### src/rtl/uart_buf_pkg.sv
// Shared constants for the UART byte buffer: register map, status bit
// positions and the transmit FSM encoding.
package uart_buf_pkg;

  localparam logic ADDR_DATA = 1'b0;
  localparam logic ADDR_STAT = 1'b1;

  localparam int ST_RX_AVAIL = 0;
  localparam int ST_TX_FULL  = 1;
  localparam int ST_RX_OVR   = 2;
  localparam int ST_TX_OVR   = 3;
  localparam int ST_TX_BUSY  = 4;
  localparam int ST_TX_STALL = 5;

  typedef enum logic [1:0] {
    S_IDLE  = 2'd0,
    S_PULSE = 2'd1,
    S_CHECK = 2'd2,
    S_BUSY  = 2'd3
  } tx_state_t;

endpackage

### src/rtl/uart_buf_sync_fifo.sv
// Single-clock FIFO with a combinational head. Fullness and emptiness are
// judged from the registered count, so a push into a full FIFO is refused.
module sync_fifo #(
  parameter int WIDTH      = 8,
  parameter int DEPTH_LOG2 = 4
) (
  input  logic                  clk,
  input  logic                  reset,
  input  logic                  push,
  input  logic [WIDTH-1:0]      din,
  input  logic                  pop,
  output logic [WIDTH-1:0]      dout,
  output logic                  full,
  output logic                  empty,
  output logic [DEPTH_LOG2:0]   count
);

  localparam int DEPTH = 1 << DEPTH_LOG2;
  localparam logic [DEPTH_LOG2:0] FULL_CNT = (DEPTH_LOG2 + 1)'(DEPTH);

  logic [WIDTH-1:0]      mem [DEPTH];
  logic [DEPTH_LOG2-1:0] wptr;
  logic [DEPTH_LOG2-1:0] rptr;
  logic                  push_ok;
  logic                  pop_ok;

  assign full    = (count == FULL_CNT);
  assign empty   = (count == '0);
  assign push_ok = push && !full;
  assign pop_ok  = pop && !empty;
  assign dout    = mem[rptr];

  always_ff @(posedge clk or posedge reset) begin
    if (reset) begin
      wptr  <= '0;
      rptr  <= '0;
      count <= '0;
    end else begin
      if (push_ok) wptr <= wptr + 1'b1;
      if (pop_ok)  rptr <= rptr + 1'b1;
      case ({push_ok, pop_ok})
        2'b10:   count <= count + 1'b1;
        2'b01:   count <= count - 1'b1;
        default: ;
      endcase
    end
  end

  // Storage carries no reset; only pointers and count define validity.
  always_ff @(posedge clk) begin
    if (push_ok) mem[wptr] <= din;
  end

endmodule

### src/rtl/uart_buf.sv
// Byte buffer between the CPU bus and the auto-baud UART: bus decode,
// sticky status flags, RX/TX FIFOs and the handshaking TX FSM.
module uart_buf
  import uart_buf_pkg::*;
#(
  parameter int DEPTH_LOG2 = 4,
  parameter int RETRY_MAX  = 4
) (
  input  logic       clk,
  input  logic       reset,
  input  logic       sel,
  input  logic       addr,
  input  logic       we,
  input  logic       re,
  input  logic [7:0] wdata,
  output logic [7:0] rdata,
  output logic       irq,
  output logic [7:0] od,
  output logic       dox,
  input  logic       wip,
  input  logic [7:0] id,
  input  logic       dix
);

  localparam int RW = $clog2(RETRY_MAX + 1);
  localparam logic [RW-1:0] RETRY_LIM = RW'(RETRY_MAX);

  tx_state_t state, state_nxt;
  logic [RW-1:0]       retry;
  logic                rx_ovr, tx_ovr, tx_stall;
  logic                wr_data, wr_stat, rd_data, rd_stat;
  logic [7:0]          rx_dout, tx_dout, status;
  logic                rx_full, rx_empty, tx_full, tx_empty;
  logic [DEPTH_LOG2:0] rx_count, tx_count, rx_count_nxt;
  logic                rx_push_ok, rx_pop_ok;
  logic                od_load, tx_pop, retry_inc, retry_clr, stall_set;
  logic                rx_ovr_nxt, tx_ovr_nxt, stall_nxt;

  assign wr_data = sel && we && (addr == ADDR_DATA);
  assign wr_stat = sel && we && (addr == ADDR_STAT);
  assign rd_data = sel && re && (addr == ADDR_DATA);
  assign rd_stat = sel && re && (addr == ADDR_STAT);

  sync_fifo #(.WIDTH(8), .DEPTH_LOG2(DEPTH_LOG2)) u_rx_fifo (
    .clk(clk), .reset(reset), .push(dix), .din(id), .pop(rd_data),
    .dout(rx_dout), .full(rx_full), .empty(rx_empty), .count(rx_count)
  );

  sync_fifo #(.WIDTH(8), .DEPTH_LOG2(DEPTH_LOG2)) u_tx_fifo (
    .clk(clk), .reset(reset), .push(wr_data), .din(wdata), .pop(tx_pop),
    .dout(tx_dout), .full(tx_full), .empty(tx_empty), .count(tx_count)
  );

  always_comb begin
    status              = '0;
    status[ST_RX_AVAIL] = !rx_empty;
    status[ST_TX_FULL]  = tx_full;
    status[ST_RX_OVR]   = rx_ovr;
    status[ST_TX_OVR]   = tx_ovr;
    status[ST_TX_BUSY]  = (state != S_IDLE) || (tx_count != '0);
    status[ST_TX_STALL] = tx_stall;
  end

  // Next-state flags feed both the sticky registers and the registered irq.
  assign rx_push_ok   = dix && !rx_full;
  assign rx_pop_ok    = rd_data && !rx_empty;
  assign rx_count_nxt = rx_count + {{DEPTH_LOG2{1'b0}}, rx_push_ok}
                                 - {{DEPTH_LOG2{1'b0}}, rx_pop_ok};
  assign rx_ovr_nxt = (dix && rx_full) || (rx_ovr && !(wr_stat && wdata[ST_RX_OVR]));
  assign tx_ovr_nxt = (wr_data && tx_full) || (tx_ovr && !(wr_stat && wdata[ST_TX_OVR]));
  assign stall_set  = retry_inc && ((retry == RETRY_LIM) || ((retry + 1'b1) == RETRY_LIM));
  assign stall_nxt  = stall_set || (tx_stall && !(wr_stat && wdata[ST_TX_STALL]));

  always_comb begin
    state_nxt = state;
    dox       = 1'b0;
    od_load   = 1'b0;
    tx_pop    = 1'b0;
    retry_inc = 1'b0;
    retry_clr = 1'b0;
    case (state)
      S_IDLE: begin
        if (!tx_empty && !wip) begin
          od_load   = 1'b1;
          state_nxt = S_PULSE;
        end
      end
      S_PULSE: begin
        dox       = 1'b1;
        state_nxt = S_CHECK;
      end
      S_CHECK: begin
        // A UART that is not yet baud-locked ignores dox; keep the byte and retry.
        if (wip) begin
          tx_pop    = 1'b1;
          retry_clr = 1'b1;
          state_nxt = S_BUSY;
        end else begin
          retry_inc = 1'b1;
          state_nxt = S_IDLE;
        end
      end
      S_BUSY: begin
        if (!wip) state_nxt = S_IDLE;
      end
      default: state_nxt = S_IDLE;
    endcase
  end

  always_ff @(posedge clk or posedge reset) begin
    if (reset) begin
      state    <= S_IDLE;
      retry    <= '0;
      rx_ovr   <= 1'b0;
      tx_ovr   <= 1'b0;
      tx_stall <= 1'b0;
      irq      <= 1'b0;
      rdata    <= '0;
      od       <= '0;
    end else begin
      state    <= state_nxt;
      rx_ovr   <= rx_ovr_nxt;
      tx_ovr   <= tx_ovr_nxt;
      tx_stall <= stall_nxt;
      irq      <= (rx_count_nxt != '0) || rx_ovr_nxt || tx_ovr_nxt;
      if (retry_clr || (wr_stat && wdata[ST_TX_STALL])) retry <= '0;
      else if (retry_inc && (retry != RETRY_LIM))       retry <= retry + 1'b1;
      if (od_load) od <= tx_dout;
      if (rd_data)      rdata <= rx_empty ? 8'h00 : rx_dout;
      else if (rd_stat) rdata <= status;
    end
  end

endmodule

### config.mk
export PLATFORM = sky130hd
export DESIGN_NAME = uart_buf
export DESIGN_NICKNAME = d
export VERILOG_FILES = /design/src/rtl/uart_buf_pkg.sv /design/src/rtl/uart_buf_sync_fifo.sv /design/src/rtl/uart_buf.sv
export SDC_FILE = /design/constraint.sdc
export NUM_CORES = 1
export LEC_CHECK = 0
export CORE_ASPECT_RATIO = 1.2
export CORE_MARGIN = 4
export CORE_UTILIZATION = 53
export CTS_BUF_LIST = sky130_fd_sc_hd__clkbuf_4 sky130_fd_sc_hd__clkbuf_8 sky130_fd_sc_hd__clkbuf_16
export DETAILED_ROUTE_END_ITERATION = 12
export PLACE_DENSITY_LB_ADDON = 0.25
export SYNTH_ARGS = -nofsm -noshare
export SYNTH_HDL_FRONTEND = slang
export SYNTH_SLANG_ARGS = --single-unit
### constraint.sdc
create_clock -name clk -period 3 [get_ports clk]
set_input_delay 0.75 -clock clk [delete_from_list [all_inputs] [get_ports clk]]
set_output_delay 0.75 -clock clk [all_outputs]
set_load 0.02 [all_outputs]
==> run_1/class_map.png <==
Fill, decap, tap and diode cells in gray.
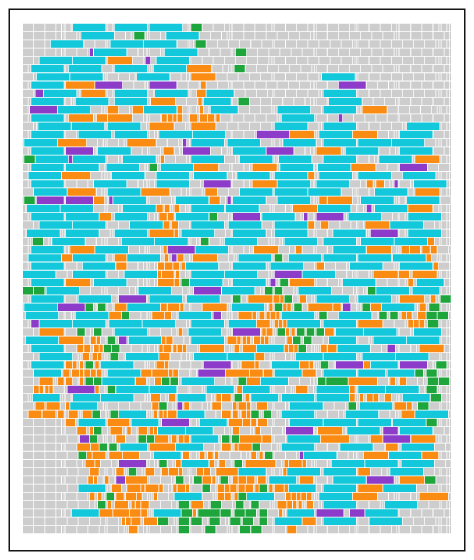
legend:
  green:
    class: remaining buffers and delay cells
    cells: 119
  orange:
    class: remaining logic cells
    cells: 395
  purple:
    class: clock drivers and dummy loads
    cells: 56
  cyan:
    class: registers
    cells: 307
fraction of area in registers: 59.72%
number of cell rows: 62
core outline area: 0.02389 sq mm

==> run_1/placed.png <==
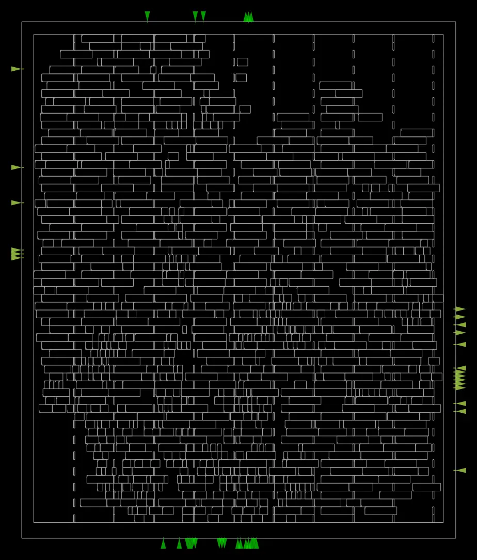
Final Non-Filler Cells: 1197
flip-flops: 307

==> run_1/clock_wires.png <==
Scale bar: 50 um.
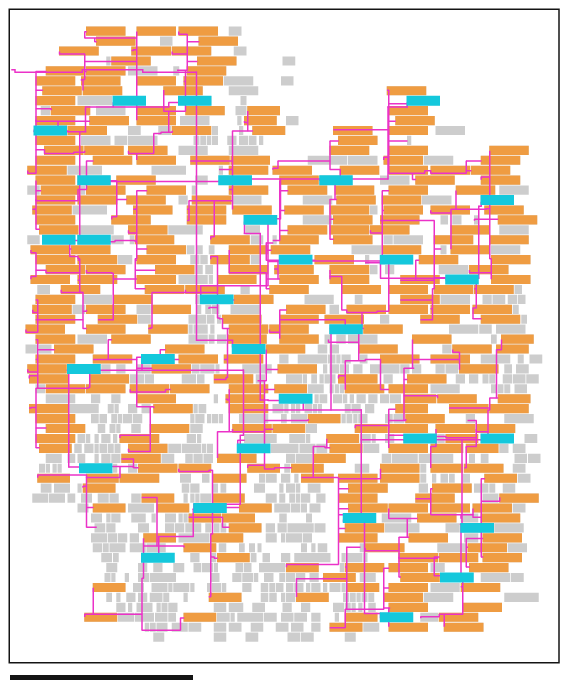
legend:
  orange:
    item: flip-flops
    count: 307
  cyan:
    item: clock-net drivers
    count: 30
  magenta:
    item: clock wires
    length: 3130 um
routed clock nets: 31
flops lie: spread over the die

==> run_1/pinout.png <==
Pins as bars across the die edge, other pins in gray.
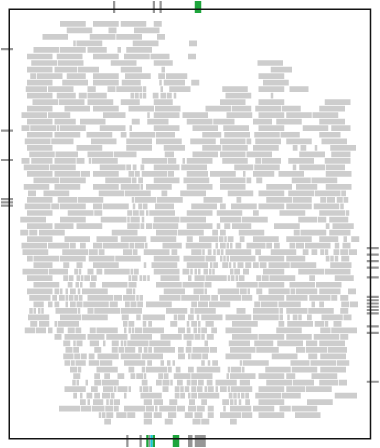
legend:
  green:
    port: rdata
    pins: 8
    direction: output
    edge: 5 bottom, 3 top
  cyan:
    port: irq
    pins: 1
    direction: output
    edge: bottom
all pins by edge: 16 bottom, 14 right, 6 left, 6 top

==> summary.log, run 1 <==
qor: worst_setup_path.cp_max_fo 5
qor: final_timing.slew_violations 0
qor: status.run_status finished clean
qor: die.io_pins 42
qor: final_timing.setup_viol 0
qor: route.detail_route.wirelength 25.39 mm
qor: cts.clockBufferDepth 3
qor: cells_and_area.area.growth.synth_to_final 16.90%
qor: grt.global_route_wire_length_before_repair 40.28 mm
qor: final_timing.worst-slew-pin-transition 0.6981 ns
qor: synth.synth_chip_area 0.01284 sq mm
qor: worst_setup_path.critPathLaunchType flop
qor: final_timing.holdWs 0.4921 ns
qor: power_and_ir_drop.seq_power_share 42.9%
qor: synth.yosys.cell_types.count 62
qor: synth.yosys_cells 736
qor: place.placement.io_buffers 41
qor: synth.postSynthSeqShare 69.80%
qor: route.via_per_inst 5.662
qor: worst_setup_path.critPathKind reg2reg
qor: power_and_ir_drop.clockPowerShare 26.3%
qor: final_timing.finalHoldViolCount 0
qor: grt.grt_pass1_vias 7162
qor: cts.cts_made_buffers 30
qor: route.firstDrtPassIters 5
qor: worst_hold_path.hold_path.startpoint rdata[0]
qor: place.place.detailed.hpwl 17.66 mm
qor: worst_setup_path.rr_startpoint u_rx_fifo.count[2]
qor: die.die-height 178.5 um
qor: synth.synth_async_sr_flop_share 16.61%
qor: cells_and_area.finish.net_count 907
qor: final_timing.setup_tns 0 ns
qor: worst_setup_path.crit_reg_reg_endpoint u_rx_fifo.count[4]
qor: cts.post_cts_hold_buffer_count 0
qor: synth.yosys_most_used_dff sky130_fd_sc_hd__edfxtp_1
qor: grt.antenna_found_initial 0
qor: worst_setup_path.critPathRequiredTime 3.41 ns
qor: worst_setup_path.cp_data_arrival_time 3.22 ns
qor: flow_run.max_cap_viol_count 0
qor: worst_hold_path.min_to rdata[0]
qor: route.routed_wire_length_per_instance 21.21 um
qor: synth.synth_flops 307
qor: synth.syn-instance-count 736
qor: worst_hold_path.hold-path-cell-count 2
qor: place.routability_congestion_estimate 0.8428
qor: cells_and_area.post_route_cells_drive_above_1_share 23.03%
qor: synth.ys.warnings.count 0
qor: final_timing.timing.slew.headroom 53.46%
qor: route.final_antenna_net_count 0
==> run 1: layout by cell type (no fill, tap or decap), drive strengths merged, types with 4 or more instances in the layout <==
master	n
o22ai	10
a2111oi	4
xnor2	16
nand2	46
nor3	14
nor2	23
clkdlybuf4s50	41
nand4	8
o21ai	18
and2	5
mux2	15
a211oi	12
nand3	8
nand2b	4
mux2i	14
inv	25
a21o	7
clkbuf	39
buf	78
a21oi	26
clkinv	17
edfxtp	256
dfrtp	51
xor2	9
and3	4
ha	27
nor4	6
nor2b	14
mux4	56
==> run 1: worst max-delay path: stages (launching register included) <==
cell	delay [ns]
sky130_fd_sc_hd__dfrtp_1	0.37
sky130_fd_sc_hd__inv_1	0.08
sky130_fd_sc_hd__ha_2	0.19
sky130_fd_sc_hd__nor4b_4	0.23
sky130_fd_sc_hd__or3_4	0.18
sky130_fd_sc_hd__inv_1	0.05
sky130_fd_sc_hd__buf_4	0.15
sky130_fd_sc_hd__ha_2	0.19
sky130_fd_sc_hd__buf_4	0.14
sky130_fd_sc_hd__fa_1	0.39
sky130_fd_sc_hd__a21o_1	0.17
sky130_fd_sc_hd__a21oi_1	0.17
sky130_fd_sc_hd__xor2_1	0.16
sky130_fd_sc_hd__nor2_1	0.06
sky130_fd_sc_hd__xor2_1	0.14
==> run 1: cell type report <==
cell class	count	area [sq um]	area share, %
Clock inverter	17	106.4	0.7085
Inverter	26	97.59	0.6502
Clock buffer	39	848.3	5.651
Tap cell	320	400.4	2.667
Sequential cell	307	8965	59.72
Timing Repair Buffer	119	1021	6.802
Multi-Input combinational cell	369	3572	23.80
==> run 1: routing by layer <==
metal  routed length, um  global-route usage (%)
met2               13960                   36.31
met1                9486                   23.62
met3                1058                   2.465
met4                 882                   6.979
met5                   0                       0
==> run 1: sequential cells by signal, indices dropped and copies added (netlist names) <==
signal	cells
irq	1
od	8
rdata	8
retry	3
rx_ovr	1
state	2
tx_ovr	1
tx_stall	1
u_rx_fifo.count	5
u_rx_fifo.mem	128
u_rx_fifo.rptr	4
u_rx_fifo.wptr	4
u_tx_fifo.count	5
u_tx_fifo.mem	128
u_tx_fifo.rptr	4
u_tx_fifo.wptr	4
==> run 1: timing repair <==
action / in CTS / in global routing
gates resized: 1 / 5
endpoints found under the hold margin: 0 / 0
setup endpoints to repair: 1 / 3
setup buffers: 0 / 0
pin swaps: 0 / 1
==> run 1: logic make-up (layout without fill, tap and decap cells) <==
family / Yosys count / count (layout) / synth area share, %
mux: 85 / 85 / 12.52
xor+xnor: 25 / 25 / 1.705
compound gates: 87 / 87 / 4.638
buf+inv: 60 / 201 / 2.572
simple gates: 142 / 142 / 5.661
fa+ha+maj: 30 / 30 / 3.098
flops: 307 / 307 / 69.80
==> run 1: power groups by stage <==
stage	clock network (W)	registers [W]	logic, W
CTS	0.00362	0.00578	0.00418
global placement	0	0.00582	0.00400
global route	0.00381	0.00585	0.00452
finish	0.00355	0.00578	0.00414
floorplan	0	0.00562	0.00301
detailed placement	0	0.00586	0.00414
==> run_1/layers.png <==
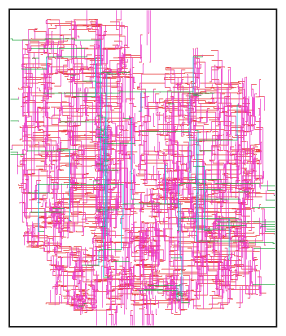

==> run 2, diff against run 1 <==
--- a/config.mk
+++ b/config.mk
@@ -13,4 +13,5 @@
 export PLACE_DENSITY_LB_ADDON = 0.25
 export SYNTH_ARGS = -nofsm -noshare
 export SYNTH_HDL_FRONTEND = slang
+export SYNTH_HIERARCHICAL = 1
 export SYNTH_SLANG_ARGS = --single-unit
==> run_2/layers.png <==
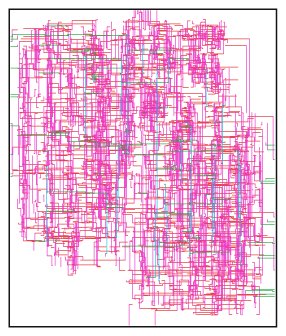
legend:
  red:
    layer: M1
    wire_length: 10100 um
  cyan:
    layer: M4
    wire_length: 830 um
  green:
    layer: M3
    wire_length: 1030 um
  magenta:
    layer: M2
    wire_length: 15400 um

==> summary.log, run 2 <==
qor: status.run_status finished, violations left [was finished clean]
qor: status.violations setup timing
qor: die.die-height 178.7 um [was 178.5 um]
qor: final_timing.finalHoldViolCount 0 [unchanged]
qor: worst_hold_path.min_to od[7] [was rdata[0]]
qor: synth.area_share_of_the_largest_cell_type_after_synthesis 59.73% [was 59.87%]
qor: worst_setup_path.timing.critical_path.to_type flop [unchanged]
qor: worst_setup_path.critPathRequiredTime 3.42 ns [was 3.41 ns]
qor: worst_setup_path.cp_max_fo 2 [was 5]
qor: cells_and_area.diodes 0 [unchanged]
qor: grt.grt_util_met1 23.65% [was 23.62%]
qor: place.placement.io_buffers 41 [unchanged]
qor: worst_setup_path.worst_path_largest_cell_delay 0.52 ns [was 0.39 ns]
qor: cells_and_area.lay_top_cells 256 x sky130_fd_sc_hd__edfxtp_1, 77 x sky130_fd_sc_hd__buf_4, 51 x sky130_fd_sc_hd__mux2i_1 [was 256 x sky130_fd_sc_hd__edfxtp_1, 76 x sky130_fd_sc_hd__buf_4, 50 x sky130_fd_sc_hd__dfrtp_1]
qor: final_timing.layout_setup_ws -0.03969 ns [was 0.1955 ns]
qor: synth.yosys_cells 788 [was 736]
qor: cells_and_area.final_layout_top_logic_cell sky130_fd_sc_hd__edfxtp_1 [unchanged]
qor: die.placeableCoreArea 0.02389 sq mm [unchanged]
qor: cts.cts_made_buffers 30 [unchanged]
qor: route.detail_route.wirelength 27.34 mm [was 25.39 mm]
qor: grt.global_route_wire_length_before_repair 42.37 mm [was 40.28 mm]
qor: cells_and_area.finish.net_count 953 [was 907]
qor: grt.use_met3 2.326% [was 2.465%]
qor: cts.cts_tree done [unchanged]
qor: worst_hold_path.hold-path-cell-count 1 [was 2]
qor: place.routability_congestion_estimate 0.8383 [was 0.8428]
qor: synth.yosysTopAreaCell sky130_fd_sc_hd__edfxtp_1 [unchanged]
qor: route.routed_wire_length_per_instance 21.98 um [was 21.21 um]
qor: final_timing.period_minus_slack 3.040 ns [was 2.805 ns]
qor: synth.yosys_most_used_dff sky130_fd_sc_hd__edfxtp_1 [unchanged]
qor: worst_setup_path.setup.reg_to_reg.worst_slack -0.04 ns [was 0.20 ns]
qor: route.route.vias.total 7172 [was 6777]
qor: worst_setup_path.crit_reg_reg_endpoint irq [was u_rx_fifo.count[4]]
qor: cts.cts_root_buffer sky130_fd_sc_hd__clkbuf_16 [unchanged]
qor: final_timing.fmax 329.0 MHz [was 356.6 MHz]
qor: synth.synth_flops 307 [unchanged]
qor: worst_hold_path.hold_path.startpoint od[7] [was rdata[0]]
qor: synth.postSynthSeqShare 69.65% [was 69.80%]
qor: route.final_antenna_net_count 0 [unchanged]
qor: synth.synth_chip_area 0.01287 sq mm [was 0.01284 sq mm]
qor: final_timing.worst-slew-pin-transition 0.6770 ns [was 0.6981 ns]
qor: place.place.detailed.hpwl 19.13 mm [was 17.66 mm]
qor: flow_run.max_cap_viol_count 0 [unchanged]
qor: grt.grt_util_met2 40.45% [was 36.31%]
qor: synth.yosys.cell_types.count 40 [was 62]
qor: worst_setup_path.critPathLaunchType flop [unchanged]
qor: worst_setup_path.crit_path_top_delay_cell sky130_fd_sc_hd__or4_4 [was sky130_fd_sc_hd__fa_1]
qor: place.place_ws -0.6537 ns [was -0.4001 ns]
qor: worst_setup_path.cp_data_arrival_time 3.45 ns [was 3.22 ns]
qor: final_timing.slew_violations 0 [unchanged]
qor: synth.post_synth_most_frequent_cells 256 x sky130_fd_sc_hd__edfxtp_1, 51 x sky130_fd_sc_hd__dfrtp_1, 51 x sky130_fd_sc_hd__mux2i_1 [was 256 x sky130_fd_sc_hd__edfxtp_1, 51 x sky130_fd_sc_hd__dfrtp_1, 47 x sky130_fd_sc_hd__mux4_2]
qor: final_timing.timing.slew.headroom 54.73% [was 53.46%]
qor: cells_and_area.area.growth.synth_to_final 17.30% [was 16.90%]
qor: grt.grt_busiest_layer met2 [unchanged]
qor: grt.grt_pass1_vias 7753 [was 7162]
qor: synth.synth_async_sr_flop_share 16.61% [unchanged]
qor: cells_and_area.post_route_cells_drive_above_1_share 22.08% [was 23.03%]
qor: route.firstDrtPassIters 5 [unchanged]
qor: die.io_pins 42 [unchanged]
qor: synth.top_cell sky130_fd_sc_hd__edfxtp_1 [unchanged]
qor: cts.clockBufferDepth 3 [unchanged]
qor: synth.syn-instance-count 788 [was 736]
qor: die.chipWidth 150.3 um [was 150.1 um]
qor: power_and_ir_drop.power.density 931.3 mW/mm^2 [was 897.1 mW/mm^2]
qor: place.standard_cell_area_after_detailed_placement 0.01400 sq mm [was 0.01403 sq mm]
qor: worst_setup_path.rr_startpoint u_rx_fifo/count[0] [was u_rx_fifo.count[2]]
qor: cells_and_area.biggestRegsByFlops u_rx_fifo/mem: 128 flops, u_tx_fifo/mem: 128 flops [was u_rx_fifo.mem: 128 flops, u_tx_fifo.mem: 128 flops]
qor: route.via_per_inst 5.765 [was 5.662]
qor: grt.antenna_found_initial 0 [unchanged]
qor: final_timing.setup_viol 1 [was 0]
qor: worst_setup_path.critical_path.cell_chain nor4_4 -> and2b_2 -> nor3_4 -> ha_4 -> inv_4 -> ha_4 -> fa_2 -> or4_4 -> or4_4 [was inv_1 -> ha_2 -> nor4b_4 -> or3_4 -> inv_1 -> buf_4 -> ha_2 -> buf_4 -> fa_1 -> a21o_1 -> a21oi_1 -> xor2_1 -> nor2_1 -> xor2_1]
qor: worst_setup_path.critPathKind reg2reg [unchanged]
qor: synth.ys.warnings.count 6 [was 0]
qor: die.core.rowCount 62 [unchanged]
run 2: cell count changes in the layout (fill, tap and decap cells not counted), sizes merged, moves of 5 or more:
cell | before | now
nor2 | 23 | 33
mux4 | 56 | 32
a221oi | 0 | 16
mux2i | 14 | 51
a22oi | 2 | 21
mux2 | 15 | 26
o22ai | 10 | 0
nor2b | 14 | 9
o21ai | 18 | 48
a211oi | 12 | 0
run 2: cell type report:
| class | count | area [sq um] | share of cell area (%) |
|---|---|---|---|
| Tap cell | 320 | 400.4 | 2.652 |
| Clock buffer | 39 | 842.1 | 5.578 |
| Inverter | 26 | 100.1 | 0.6631 |
| Sequential cell | 307 | 8966 | 59.40 |
| Timing Repair Buffer | 119 | 1008 | 6.681 |
| Multi-Input combinational cell | 416 | 3600 | 23.85 |
| Clock inverter | 17 | 178.9 | 1.185 |
run 2: how the worst max path moves through the flow:
stage / to / cells after the start / startpoint / slack [ns]
6_report: irq / 9 / u_rx_fifo/count[0] / -0.04
5_1_grt: irq / 10 / u_rx_fifo/count[0] / -0.13
4_1_cts: irq / 9 / u_rx_fifo/count[3] / -0.002
3_5_place_dp: irq / 9 / dix / -0.65
3_3_place_gp: irq / 9 / dix / -0.56
2_1_floorplan: irq / 8 / addr / -0.05
run 2: per-stage QoR:
stage / total power [W] / hold slack, ns / utilization [%] / std cells / TNS [ns]
detailed placement: 0.01024 / 0.4899 / 58.59 / 1186 / -1.689
finish: 0.01406 / 0.5052 / 63.18 / 1244 / -0.03969
global route: 0.01477 / 0.5284 / 63.18 / 1244 / -0.1317
global placement: 0.01002 / 0.4804 / 58.59 / 1186 / -1.178
CTS: 0.01412 / 0.5054 / 63.00 / 1243 / -0.002079
floorplan: 0.008823 / 0.4667 / - / 788 / -0.07239
run 2: logic make-up (layout without fill, tap and decap cells):
logic type / Yosys count / count (layout) / share of synthesized area (%)
and+or+nand+nor: 134 / 134 / 5.026
buffers and inverters: 65 / 201 / 2.946
DFF: 307 / 307 / 69.65
AOI/OAI and AO/OA: 118 / 118 / 5.717
xor gates and xnor gates: 26 / 26 / 1.769
adders and majority gates: 29 / 29 / 2.994
muxes: 109 / 109 / 11.90
run 2: what timing repair did:
action                                  4_1_cts  5_1_grt
hold buffers                                  0        0
buffers inserted                              2        1
gates resized                                 6        8
pin swaps                                     8        8
endpoints found under the setup margin        1        2
run 2: per-layer routing:
layer,part of all wire (%),up-vias
met5,0,-
met2,56,210
met1,37,3665
li1,-,3240
met3,3.8,57
met4,3.0,0
run 2: worst max-delay path: cells and delay by family, from the launching register on:
family / cells / cell delay [ns]
fa+ha+maj: 3 / 0.83
flops: 1 / 0.41
simple gates: 5 / 1.63
buf+inv: 1 / 0.03
run 2: where the power goes:
group	internal (W)	switching (W)
sequential	0.00518	0.000546
clock	0.00231	0.00149
combinational	0.00215	0.00238
==> run_2/pinout.png <==
Pins as bars across the die edge, other pins in gray.
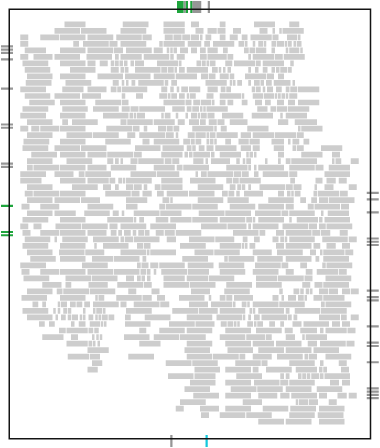

==> run 3, diff against run 2 <==
--- a/config.mk
+++ b/config.mk
@@ -13,5 +13,4 @@
 export PLACE_DENSITY_LB_ADDON = 0.25
 export SYNTH_ARGS = -nofsm -noshare
 export SYNTH_HDL_FRONTEND = slang
-export SYNTH_HIERARCHICAL = 1
 export SYNTH_SLANG_ARGS = --single-unit
==> constraint.sdc (replaced) <==
create_clock -name clk -period 2.46 [get_ports clk]
set_input_delay 0.615 -clock clk [delete_from_list [all_inputs] [get_ports clk]]
set_output_delay 0.615 -clock clk [all_outputs]
set_load 0.02 [all_outputs]
==> run_3/pinout.png <==
Pins as bars across the die edge, other pins in gray.
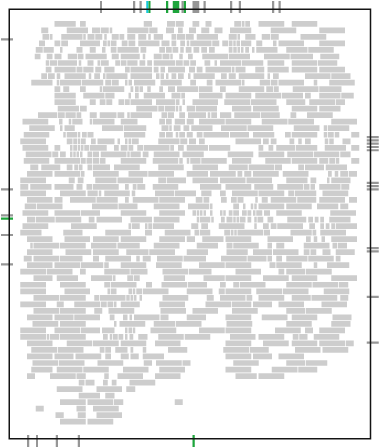
legend:
  green:
    port: rdata
    pins: 8
    direction: output
    edge: 6 top, 1 left, 1 bottom
  cyan:
    port: irq
    pins: 1
    direction: output
    edge: top

==> summary.log, run 3 <==
qor: status.run_status finished, violations left [unchanged]
qor: status.violations setup timing [unchanged]
qor: place.dp.cells 1170 [was 1186]
qor: die.placeableCoreArea 0.02389 sq mm [unchanged]
qor: worst_setup_path.critPathLaunchType flop [unchanged]
qor: synth.yosys_cells 736 [was 788]
qor: final_timing.worst-slew-pin-transition 0.6591 ns [was 0.6770 ns]
qor: cts.cts_made_buffers 29 [was 30]
qor: route.routed_wire_length_per_instance 21.38 um [was 21.98 um]
qor: route.final_antenna_net_count 0 [unchanged]
qor: worst_setup_path.worst_path_largest_cell_delay 0.39 ns [was 0.52 ns]
qor: route.routedLengthMet1 10.02 mm [was 10.10 mm]
qor: flow_run.max_cap_viol_count 0 [unchanged]
qor: power_and_ir_drop.cell_internal_pwr 0.01191 W [was 0.009638 W]
qor: grt.antenna_found_initial 0 [unchanged]
qor: route.via_per_inst 5.686 [was 5.765]
qor: synth.synth_async_sr_flop_share 16.61% [unchanged]
qor: synth.yosys.cell_types.count 62 [was 40]
qor: final_timing.timing.slew.headroom 56.06% [was 54.73%]
qor: power_and_ir_drop.netSwitchingFraction 30.91% [was 31.44%]
qor: worst_setup_path.critical_path.top_delay_family adder cells [was simple AND/OR/NAND/NOR gates]
qor: final_timing.layout_setup_ws -0.1871 ns [was -0.03969 ns]
qor: cells_and_area.diodes 0 [unchanged]
qor: grt.global_route_wire_length_before_repair 40.79 mm [was 42.37 mm]
qor: place.placement.io_buffers 41 [unchanged]
qor: cells_and_area.multi_input_comb_area 0.003716 sq mm [was 0.003600 sq mm]
qor: route.detailed_route_wirelength_on_metal3 928 um [was 1.031 mm]
qor: final_timing.period_minus_slack 2.647 ns [was 3.040 ns]
qor: synth.syn-instance-count 736 [was 788]
qor: worst_setup_path.critical_path.cell_chain inv_2 -> ha_4 -> nor4b_4 -> or3_4 -> inv_4 -> ha_4 -> inv_2 -> ha_4 -> fa_2 -> a21o_1 -> nor2_1 -> nor3_1 -> a311o_1 -> nand4b_1 [was nor4_4 -> and2b_2 -> nor3_4 -> ha_4 -> inv_4 -> ha_4 -> fa_2 -> or4_4 -> or4_4]
qor: final_timing.fmax 377.8 MHz [was 329.0 MHz]
qor: cts.clockBufferDepth 3 [unchanged]
qor: place.routability_congestion_estimate 0.8549 [was 0.8383]
qor: cts.post_cts_hold_buffer_count 0 [unchanged]
qor: die.io_pins 42 [unchanged]
qor: final_timing.setup_viol 3 [was 1]
qor: power_and_ir_drop.clockPowerShare 26.4% [was 27.1%]
qor: route.wl_met2 14.65 mm [was 15.38 mm]
qor: place.standard_cell_area_after_detailed_placement 0.01441 sq mm [was 0.01400 sq mm]
qor: cells_and_area.area.growth.synth_to_final 20.67% [was 17.30%]
qor: cts.cts_tree done [unchanged]
qor: final_timing.slew_violations 0 [unchanged]
qor: cells_and_area.final_cells 1226 [was 1244]
qor: cells_and_area.finish.net_count 938 [was 953]
qor: cts.cts_root_buffer sky130_fd_sc_hd__clkbuf_16 [unchanged]
qor: synth.postSynthSeqShare 69.80% [was 69.65%]
qor: grt.grt_pass1_vias 7396 [was 7753]
qor: worst_setup_path.timing.critical_path.to_type flop [unchanged]
qor: synth.top_cell sky130_fd_sc_hd__edfxtp_1 [unchanged]
qor: worst_setup_path.critical_path.most_common_cell sky130_fd_sc_hd__ha_4
qor: worst_setup_path.crit_path_top_delay_cell sky130_fd_sc_hd__dfrtp_1 [was sky130_fd_sc_hd__or4_4]
qor: cells_and_area.final_layout_top_logic_cell sky130_fd_sc_hd__edfxtp_1 [unchanged]
qor: route.route.vias.total 6971 [was 7172]
qor: die.die-height 178.5 um [was 178.7 um]
qor: synth.yosys_most_used_dff sky130_fd_sc_hd__edfxtp_1 [unchanged]
qor: synth.post_synth_most_frequent_cells 256 x sky130_fd_sc_hd__edfxtp_1, 51 x sky130_fd_sc_hd__dfrtp_1, 47 x sky130_fd_sc_hd__mux4_2 [was 256 x sky130_fd_sc_hd__edfxtp_1, 51 x sky130_fd_sc_hd__dfrtp_1, 51 x sky130_fd_sc_hd__mux2i_1]
-- run 3: worst register-to-register path: stages (launching register included) --
cell and delay [ns]:
sky130_fd_sc_hd__dfrtp_1 0.39, sky130_fd_sc_hd__inv_2 0.08, sky130_fd_sc_hd__ha_4 0.13, sky130_fd_sc_hd__nor4b_4 0.23, sky130_fd_sc_hd__or3_4 0.20, sky130_fd_sc_hd__inv_4 0.04, sky130_fd_sc_hd__ha_4 0.25, sky130_fd_sc_hd__inv_2 0.04
sky130_fd_sc_hd__ha_4 0.15, sky130_fd_sc_hd__fa_2 0.34, sky130_fd_sc_hd__a21o_1 0.19, sky130_fd_sc_hd__nor2_1 0.10, sky130_fd_sc_hd__nor3_1 0.06, sky130_fd_sc_hd__a311o_1 0.29, sky130_fd_sc_hd__nand4b_1 0.10
-- run 3: area by class of cell --
class / instances / area share [%]
clock inverter: 19 / 1.373
sequential: 307 / 57.86
timing repair buffer: 151 / 8.551
tap: 320 / 2.584
inverter: 26 / 0.6460
multi-input combinational: 369 / 23.98
clock buffer: 34 / 5.006
-- run 3: worst paths after layout --
kind | startpoint | end | cells after the start
min reg2reg | rdata[0] | rdata[0] | 2
max in group asynchronous | reset | od[1] | 3
min | reset | rx_ovr | 2
min in group clk | rdata[0] | rdata[0] | 2
max | u_rx_fifo.count[2] | irq | 14
max reg2reg | u_rx_fifo.count[2] | irq | 14
-- run 3: through the flow --
step                hold WS (ns)  total power [W]  util [%]  setup TNS (ns)  worst slack (ns)
global route              0.3645          0.01807     64.85         -0.8651           -0.3146
finish                    0.3511          0.01723     64.85         -0.3673           -0.1871
CTS                       0.3397          0.01731     64.59         -0.2589           -0.1789
floorplan                 0.4649          0.01062         -         -0.2426           -0.1235
detailed placement        0.4777          0.01270     60.31          -10.45           -0.7197
global placement          0.4675          0.01244     60.31          -5.574           -0.5999
-- run 3: timing repair --
item	4_1_cts	5_1_grt
pin swaps	10	15
setup endpoints to repair	5	4
endpoints found under the hold margin	0	0
setup buffers	1	2
gates resized	11	10
-- run 3: per-layer routing --
metal / up-vias / track usage (%)
met5: - / 0
met4: 0 / 5.492
met3: 38 / 2.618
met2: 143 / 38.16
met1: 3621 / 23.16
li1: 3169 / -
-- run 3: power by group through the flow --
stage	Clock [W]	Combinational, W	Sequential, W
global placement	0	0.00549	0.00695
floorplan	0	0.00375	0.00687
detailed placement	0	0.00570	0.00700
finish	0.00454	0.00579	0.00690
global route	0.00483	0.00626	0.00697
CTS	0.00462	0.00578	0.00691
-- run 3: cell families (layout without fill, tap and decap cells) --
kind of cell             after synthesis  after routing  synth area share, %
AND-OR/OR-AND                         87             87                4.638
adder cells (fa/ha/maj)               30             30                3.098
AND/OR/NAND/NOR                      142            142                5.661
multiplexers                          85             85                12.52
buffers and inverters                 60            230                2.572
XOR/XNOR                              25             25                1.705
flip-flops                           307            307                69.80
Power is estimated from default activity; no workload was simulated.
